`src/rtl/instr_encoder.sv`:
```
// rtl/instr_encoder.sv - streams MIPS instruction-request beats into addressed 32-bit words
// One-deep output register; an illegal op is swallowed and only raises the sticky err flag.
module instr_encoder #(
   parameter logic [31:0] BASE_ADDR = 32'h0000_3000
) (
   input  logic        clk,
   input  logic        reset_n,
   input  logic        start,
   input  logic        in_valid,
   output logic        in_ready,
   input  logic [3:0]  in_op,
   input  logic [4:0]  in_rs,
   input  logic [4:0]  in_rt,
   input  logic [4:0]  in_rd,
   input  logic [15:0] in_imm,
   input  logic [25:0] in_target,
   input  logic        in_last,
   output logic        out_valid,
   input  logic        out_ready,
   output logic [31:0] out_instr,
   output logic [31:0] out_addr,
   output logic        done,
   output logic        err,
   output logic [15:0] count
);

   typedef enum logic [1:0] {IDLE, RUN, DRAIN, DONE} state_t;

   state_t      state;
   state_t      state_next;
   logic [31:0] ptr;
   logic [31:0] enc;
   logic        accept;
   logic        xfer;
   logic        illegal;

   assign in_ready = (state == RUN) && (!out_valid || out_ready);
   assign accept   = in_valid && in_ready;
   assign xfer     = out_valid && out_ready;
   assign illegal  = (in_op == 4'd15);

   always_ff @(posedge clk or negedge reset_n) begin
      if (!reset_n) begin
         state <= IDLE;
      end else begin
         state <= state_next;
      end
   end

   always_comb begin
      state_next = state;
      case (state)
         IDLE:    if (start) state_next = RUN;
         RUN:     if (accept && in_last) state_next = DRAIN;
         DRAIN:   if (!out_valid) state_next = DONE;
         DONE:    state_next = IDLE;
         default: state_next = IDLE;
      endcase
   end

   always_comb begin
      done = (state == DONE);
   end

   // lui ignores rs and bgtz ignores rt, so those fields are forced to zero.
   always_comb begin
      enc = 32'h0;
      case (in_op)
         4'd0:    enc = {6'b000000, in_rs, in_rt, in_rd, 5'b0, 6'b100000};
         4'd1:    enc = {6'b000000, in_rs, in_rt, in_rd, 5'b0, 6'b100010};
         4'd2:    enc = {6'b000000, in_rs, 15'b0, 6'b001000};
         4'd3:    enc = {6'b001101, in_rs, in_rt, in_imm};
         4'd4:    enc = {6'b001111, 5'b0, in_rt, in_imm};
         4'd5:    enc = {6'b000010, in_target};
         4'd6:    enc = {6'b000011, in_target};
         4'd7:    enc = {6'b100011, in_rs, in_rt, in_imm};
         4'd8:    enc = {6'b101011, in_rs, in_rt, in_imm};
         4'd9:    enc = {6'b100000, in_rs, in_rt, in_imm};
         4'd10:   enc = {6'b100100, in_rs, in_rt, in_imm};
         4'd11:   enc = {6'b000100, in_rs, in_rt, in_imm};
         4'd12:   enc = {6'b000101, in_rs, in_rt, in_imm};
         4'd13:   enc = {6'b000111, in_rs, 5'b0, in_imm};
         4'd14:   enc = {6'b101000, in_rs, in_rt, in_imm};
         default: enc = 32'h0;
      endcase
   end

   always_ff @(posedge clk or negedge reset_n) begin
      if (!reset_n) begin
         out_valid <= 1'b0;
         out_instr <= 32'h0;
         out_addr  <= BASE_ADDR;
         ptr       <= BASE_ADDR;
         count     <= 16'h0;
         err       <= 1'b0;
      end else begin
         if (state == IDLE && start) begin
            ptr   <= BASE_ADDR;
            count <= 16'h0;
            err   <= 1'b0;
         end
         if (xfer) begin
            out_valid <= 1'b0;
            if (count != 16'hFFFF) count <= count + 16'd1;
         end
         // Loading a new word in the transfer cycle keeps throughput at one word per clock.
         if (accept) begin
            if (illegal) begin
               err <= 1'b1;
            end else begin
               out_valid <= 1'b1;
               out_instr <= enc;
               out_addr  <= ptr;
               ptr       <= ptr + 32'd4;
            end
         end
      end
   end

endmodule

```
`config.mk`:
```
export PLATFORM = sky130hd
export DESIGN_NAME = instr_encoder
export DESIGN_NICKNAME = d
export VERILOG_FILES = /design/src/rtl/instr_encoder.sv
export SDC_FILE = /design/constraint.sdc
export NUM_CORES = 1
export LEC_CHECK = 0
export CAP_MARGIN = 10
export CORE_UTILIZATION = 40
export DETAILED_ROUTE_END_ITERATION = 16
export GPL_TIMING_DRIVEN = 0
export HOLD_SLACK_MARGIN = 0.08
export PLACE_DENSITY = 0.7
export SLEW_MARGIN = 20
export SYNTH_ARGS = -nofsm -noshare
export SYNTH_HDL_FRONTEND = slang
export SYNTH_SLANG_ARGS = --single-unit
```
`constraint.sdc`:
```
create_clock -name clk -period 2 [get_ports clk]
set_input_delay 0.6 -clock clk [delete_from_list [all_inputs] [get_ports clk]]
set_output_delay 0.6 -clock clk [all_outputs]
set_load 0.02 [all_outputs]
```
==> run_1/clock_wires.png <==
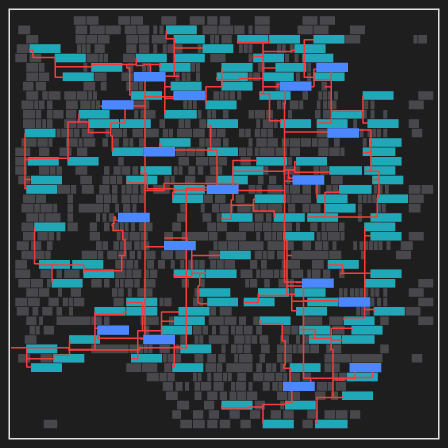
Key: flip-flops = cyan [count 115]; clock wires = red [length 1,540 µm]; clock-net drivers = blue [count 17]
Position of the flops: spread over the die.

==> run_1/sizing.png <==
The bar under the picture is 20 µm long.
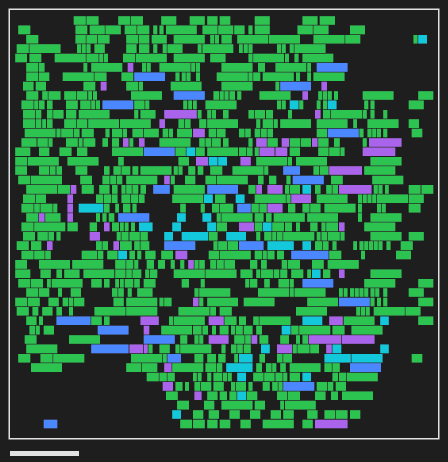
Key: x1 and smaller = green [cells 719, share 86%, most used nand2_1]; x2 = purple [cells 57, share 6.8%, most used clkbuf_2]; x3 and x4 = cyan [cells 37, share 4.4%, most used buf_4]; x6 and larger = blue [cells 26, share 3.1%, most used clkbuf_16]

==> impl_report.txt, run 1 <==
==== FLOW RESULTS ====
----------------------------------------------------
[Synthesis]
  Flip-flop cell with the highest count after synthesis ........................ sky130_fd_sc_hd__dfrtp_1
  Top-area cell share ........................ 46.60%
  Cell count in the Yosys report ........................ 645
  Post-synthesis instance total ........................ 645
  Top cells by count, synth ........................ 127 x sky130_fd_sc_hd__nand2_1, 111 x sky130_fd_sc_hd__dfrtp_1, 47 x sky130_fd_sc_hd__nor2_1
  Most repeated cell in the gate-level netlist after synthesis ........................ sky130_fd_sc_hd__nand2_1
  Complex-gate fraction of the synthesized area ........................ 18.58%
  Post-Syn Area per Cell ........................ 9.241 µm²
  Ys async rst share ........................ 100.0%
  Total standard cell area after synthesis ........................ 5961 µm²
  Yosys xor share ........................ 0.7347%
  Number of enable-type register cells in the synthesized netlist ........................ 0
  Area reported by Yosys stat ........................ 5961 µm²
  Comb area leader ........................ simple AND/OR/NAND/NOR gates
  Dominant cells by area after synthesis ........................ sky130_fd_sc_hd__dfrtp_1 47%, sky130_fd_sc_hd__nand2_1 8.0%, sky130_fd_sc_hd__nor2_1 3.0%

[Global routing]
  Most used routing layer in global routing ........................ met2
  GR met2 Demand/Resource ........................ 37.53%
  Global-route track usage on met1 ........................ 28.97%
  Fraction of met3 tracks used by global routing ........................ 6.639%
  Maximum number of pins on one net before global-route repair ........................ 81
  Final global-route overflow total ........................ 0
  Total global-route track usage ........................ 23.29%
  Vias in the first global route ........................ 5,454

[Worst setup path]
  Cell breakdown of the critical path ........................ clkdlybuf4s50_1, nand2_1, nor2_1, clkbuf_2, mux2i_1, o211ai_1
  Arr. time, crit path ........................ 2.29 ns
  Cell with the largest stage delay on the worst path ........................ sky130_fd_sc_hd__clkdlybuf4s50_1
  Worst setup path class ........................ in -> reg
  Cell family with the largest share of critical-path delay ........................ buffers and inverters
  Type of destination of the critical path ........................ flop
  Maximum fanout along the worst path ........................ 10
  Kind of launch point of the worst setup path ........................ input port
  Data required time of the critical path ........................ 2.28 ns
  Combined buffer and inverter count along the critical path ........................ 2

[Power]
  Post-layout power ........................ 0.009323 W
  Switching power as a share of total power ........................ 35.28%
  Power of the combinational group ........................ 0.00325 W
  Static leakage ........................ 4.317 nW
  Fraction of power consumed by the clock network ........................ 31.5%
  Max rail drop VDD ........................ 0.0006025 V
  Seq pwr ........................ 0.00313 W
  Highest-power group ........................ combinational logic
  Proportion of power drawn by flip-flops and latches ........................ 33.6%
  Power drawn by the clock network ........................ 0.00294 W

[Drt]
  Total number of vias ........................ 5,783
  Via density ........................ 5.653
  Avg WL per Cell ........................ 16.93 µm
  Met3 wire length ........................ 1.320 mm
  Top layer in use ........................ met4
  Antenna violation net count after detailed routing ........................ 0
  Number of design-rule violations left by the first detailed-router iteration ........................ 309
  Total wirelength of the detailed-routed design ........................ 17.32 mm
  Detailed-route wire length on metal 1 ........................ 7.216 mm
  Met2 wire len ........................ 8.300 mm

[Placement]
  Cell count after placement ........................ 977
  Placed instance area ........................ 7696 µm²
  Final HPWL DP ........................ 12.51 mm
  Port bufs ........................ 147

[Final layout]
  Filler Cells Inserted ........................ 1,271
  Final core area utilization ........................ 58.79%
  Nets ........................ 899

[STA]
  Highest achievable clock rate ........................ 0.4977 GHz
  Setup TNS ........................ -0.01504 ns
  Setup-violating endpoint count in the final report ........................ 2
  Fin Clk Skew ........................ 0.007964 ns
  Measured slew at the worst slew-check pin ........................ 0.8150 ns
  Final Hold Vio Count ........................ 0
  Post-layout worst setup margin ........................ -0.009127 ns
  Number of max-slew violations in the final report ........................ 0

[Floorplanning]
  Core Area ........................ 14,530 µm²
  Die y size ........................ 124.1 µm
  Number of primary I/O pins ........................ 151

[Clocking]
  TritonCTS Buffers ........................ 17
  Latency at later pin ........................ 0.42 ns
  Sink count of the clock tree ........................ 115
  Number of gates resized after cts ........................ 85
  Maximum count of clock buffers along a single path ........................ 2
  TritonCTS clock tree ........................ yes
  Number of levels the H-tree was split into ........................ 4

[Run status]
  Violated checks ........................ setup timing
  Run status ........................ finished with violations

[Min path]
  Hold WC Path Type ........................ in -> async

[Run]
  Number of warning messages in the logs ........................ 31
  Reported max-cap violation count ........................ 0

----------------------------------------------------
==> run_1/ff_map.png <==
The bar under the picture is 20 µm long. Other sequential cells in the stronger grey, the rest of the logic in the fainter grey.
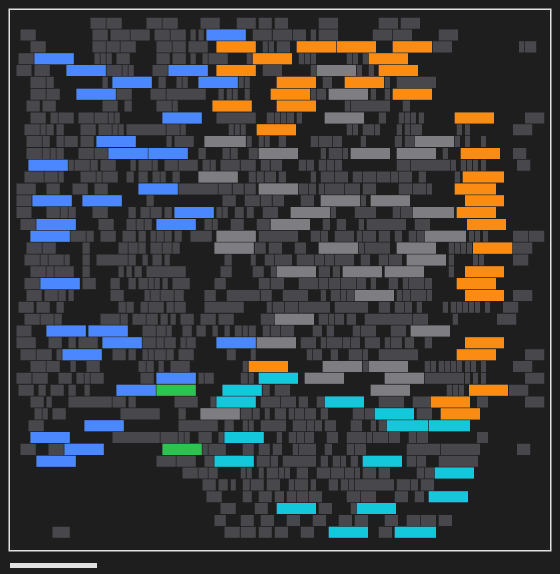
Key: count = cyan [flops 16]; out_addr = orange [flops 32]; out_instr = blue [flops 31]; state = green [flops 2]
Another 34 sequential cells are not coloured.

==> run_1/route_heat.png <==
25 x 25 tiles, from dark blue (low) to red (high), scaled to the fullest tile. Values are wire area over tile area, all layers added.
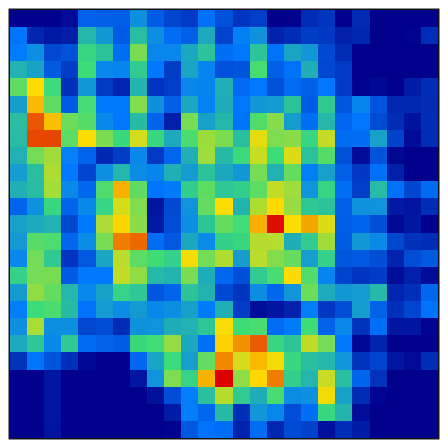
19% of the tiles are over half the peak. The fullest tile reaches 0.63. 14% of the tiles are nearly empty. The emptiest ninth of the die: north-east.

## run 1: cell type report
class	instances	area (µm²)	area share [%]
buffer	40	225.2	2.636
clock buffer	22	464.2	5.433
timing repair buffer	163	1658	19.40
clock inverter	10	107.6	1.259
inverter	17	63.81	0.7468
sequential	115	2888	33.80
tap	184	230.2	2.694
multi-input combinational	472	2908	34.03
## run 1: final timing paths
check / cells after the start / endpoint / slack (ns) / start
worst max-delay path: 6 / out_instr[31] / -0.009 / in_valid
worst min-delay path: 1 / out_instr[6] / 0.08 / reset_n
worst max register to register: 7 / out_instr[31] / 0.06 / state[1]
worst min register to register: 2 / out_addr[13] / 0.46 / out_addr[13]
max in group asynchronous: 2 / out_addr[13] / 1.18 / reset_n
min in group clk: 2 / out_addr[13] / 0.46 / out_addr[13]
==> run 2, diff against run 1 <==
Settings changed: CORE_ASPECT_RATIO from default to 1.2.
==> run_2/clock_wires.png <==
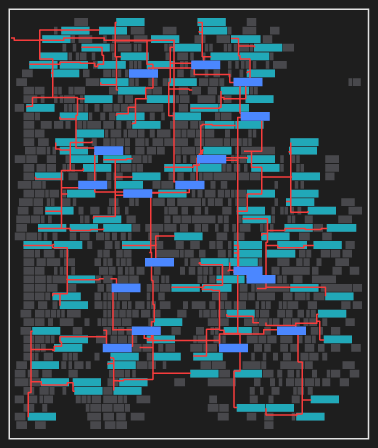
Key: flip-flops = cyan [count 115]; clock-net drivers = blue [count 17]; clock wires = red [length 1,650 µm]
There are 18 routed clock nets. Position of the flops: spread over the die.

==> run 2 against run 1 <==
Effect of this change:
- the flow still finishes with violations (setup timing)
- setup slack got worse by 0.0021 ns
- critical path depth down 1
- flip-flop count is the same
==> impl_report.txt, run 2 <==
==== FLOW RESULTS ====
----------------------------------------------------
[Worst setup path]
  Cell breakdown of the critical path ........................ inv_2, ha_4, inv_1, nor2_2, buf_4
  CP Launch Point ........................ state[1]
  Worst setup path class ........................ reg -> out
  Data required time of the critical path ........................ 1.40 ns
  Maximum fanout along the worst path ........................ 3
  Type of destination of the critical path ........................ primary output
  Kind of launch point of the worst setup path ........................ flop
  Worst R2R Path Depth ........................ 5
  Endpoint of the worst setup timing path ........................ in_ready
  Arr. time, crit path ........................ 1.41 ns
  Combined buffer and inverter count along the critical path ........................ 3
  Startpoint of the lowest-slack register-to-register path ........................ count[0]
  End of the worst register-to-register path ........................ count[2]
  Cell with the largest stage delay on the worst path ........................ sky130_fd_sc_hd__dfrtp_1
  Worst reg-to-reg setup slack ........................ 0.08 ns
  Cell family with the largest share of critical-path delay ........................ flip-flops
  Total number of cells along the worst setup path ........................ 5

[STA]
  Final Hold Vio Count ........................ 0
  Post-layout worst setup margin ........................ -0.01125 ns
  Number of max-slew violations in the final report ........................ 0
  Setup-violating endpoint count in the final report ........................ 1
  Highest achievable clock rate ........................ 0.4972 GHz
  Unrepaired setup endpoints after global routing ........................ yes
  Setup TNS ........................ -0.01125 ns
  Post-layout period usage of the worst path ........................ 100.6%
  Fin Clk Skew ........................ 0.01225 ns
  Measured slew at the worst slew-check pin ........................ 0.6136 ns

[Min path]
  Hold WC Path Type ........................ in -> async

[Run]
  Reported max-cap violation count ........................ 0
  Number of warning messages in the logs ........................ 31

[Global routing]
  Vias in the first global route ........................ 5,888
  Total global-route track usage ........................ 24.08%
  Global-route track usage on met1 ........................ 26.81%
  GR met2 Demand/Resource ........................ 42.57%
  Fraction of met3 tracks used by global routing ........................ 6.398%
  Maximum number of pins on one net before global-route repair ........................ 79
  Most used routing layer in global routing ........................ met2
  Final global-route overflow total ........................ 0

[Final layout]
  Buffers outside the clock class ........................ 209
  Register Area ........................ 2889 µm²
  Number of non-clock inverters ........................ 17
  Non-clock buffer area fraction after layout ........................ 22.04%
  Area growth, synth to finish ........................ 45.59%
  Total number of sequential cells ........................ 115
  Final core area utilization ........................ 59.96%
  Area occupied by multi-input gates ........................ 2945 µm²
  Filler Cells Inserted ........................ 1,255
  Logic Gate Count ........................ 472
  Clock tree buffer count of the final layout ........................ 17
  Biggest area consumer among cell classes ........................ multi-input combinational cells
  Nets ........................ 905
  Proportion of cell area occupied by multi-input gates ........................ 33.94%

[Synthesis]
  Dominant cells by area after synthesis ........................ sky130_fd_sc_hd__dfrtp_1 47%, sky130_fd_sc_hd__nand2_1 8.0%, sky130_fd_sc_hd__nor2_1 3.0%
  Cell count in the Yosys report ........................ 645
  Post-Syn Area per Cell ........................ 9.241 µm²
  Number of enable-type register cells in the synthesized netlist ........................ 0
  Ys async rst share ........................ 100.0%
  Area leader, netlist ........................ sky130_fd_sc_hd__dfrtp_1
  Total standard cell area after synthesis ........................ 5961 µm²
  Area reported by Yosys stat ........................ 5961 µm²
  Flip-flop cell with the highest count after synthesis ........................ sky130_fd_sc_hd__dfrtp_1
  Post-synthesis instance total ........................ 645

[Drt]
  Met2 wire len ........................ 9.219 mm
  Met3 wire length ........................ 1.188 mm
  Antenna violation net count after detailed routing ........................ 0
  Top layer in use ........................ met4
  Number of design-rule violations left by the first detailed-router iteration ........................ 329

[Clocking]
  Latency at later pin ........................ 0.42 ns
  TritonCTS Buffers ........................ 17
  Number of levels the H-tree was split into ........................ 4
  TritonCTS clock tree ........................ yes
  Sink count of the clock tree ........................ 115
  Maximum count of clock buffers along a single path ........................ 2

[Floorplanning]
  Area of the die ........................ 15,400 µm²
  Well Taps ........................ 200
  Die y size ........................ 135.7 µm
  Number of primary I/O pins ........................ 151
  Core Area ........................ 14,470 µm²

[Run status]
  Run status ........................ finished with violations
  Violated checks ........................ setup timing

[Placement]
  Placed instance area ........................ 7716 µm²

[Power]
  Max rail drop VDD ........................ 0.0006179 V
  Post-layout power ........................ 0.009629 W

----------------------------------------------------
==> run_2/route_heat.png <==
23 x 27 tiles, from dark blue (low) to red (high), scaled to the fullest tile. Values are wire area over tile area, all layers added.
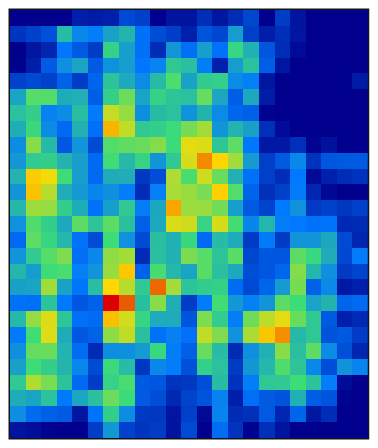
total wirelength of the detailed-routed design: 18.08 mm
total number of vias: 5,830
Avg WL per Cell: 17.30 µm

## run 2: repair_timing
| action | CTS | global route |
|---|---|---|
| gates resized | 89 | 51 |
| pin swaps | 6 | 4 |
| endpoints found under the setup margin | 152 | 89 |
| hold buffers | 0 | 0 |
| endpoints found under the hold margin | 0 | 0 |
| setup buffers | 6 | 15 |
## run 2: logic make-up after synthesis
group                      Yosys count  share of synthesized area, %
AOI/OAI and AO/OA                  151                         18.58
xor gates and xnor gates             5                        0.7346
adders and majority gates            6                         1.259
buffers and inverters               58                         4.093
DFF                                115                         48.36
muxes                               16                         2.729
other                                1                       0.06291
and+or+nand+nor                    293                         24.18
## run 2: where the power goes
group	switching, W	total, W	internal, W
clock	0.00121	0.00321	0.00200
combinational	0.00193	0.00327	0.00134
sequential	0.000342	0.00315	0.00281
Power figures rest on the tool's default switching activity, not on a simulated workload.
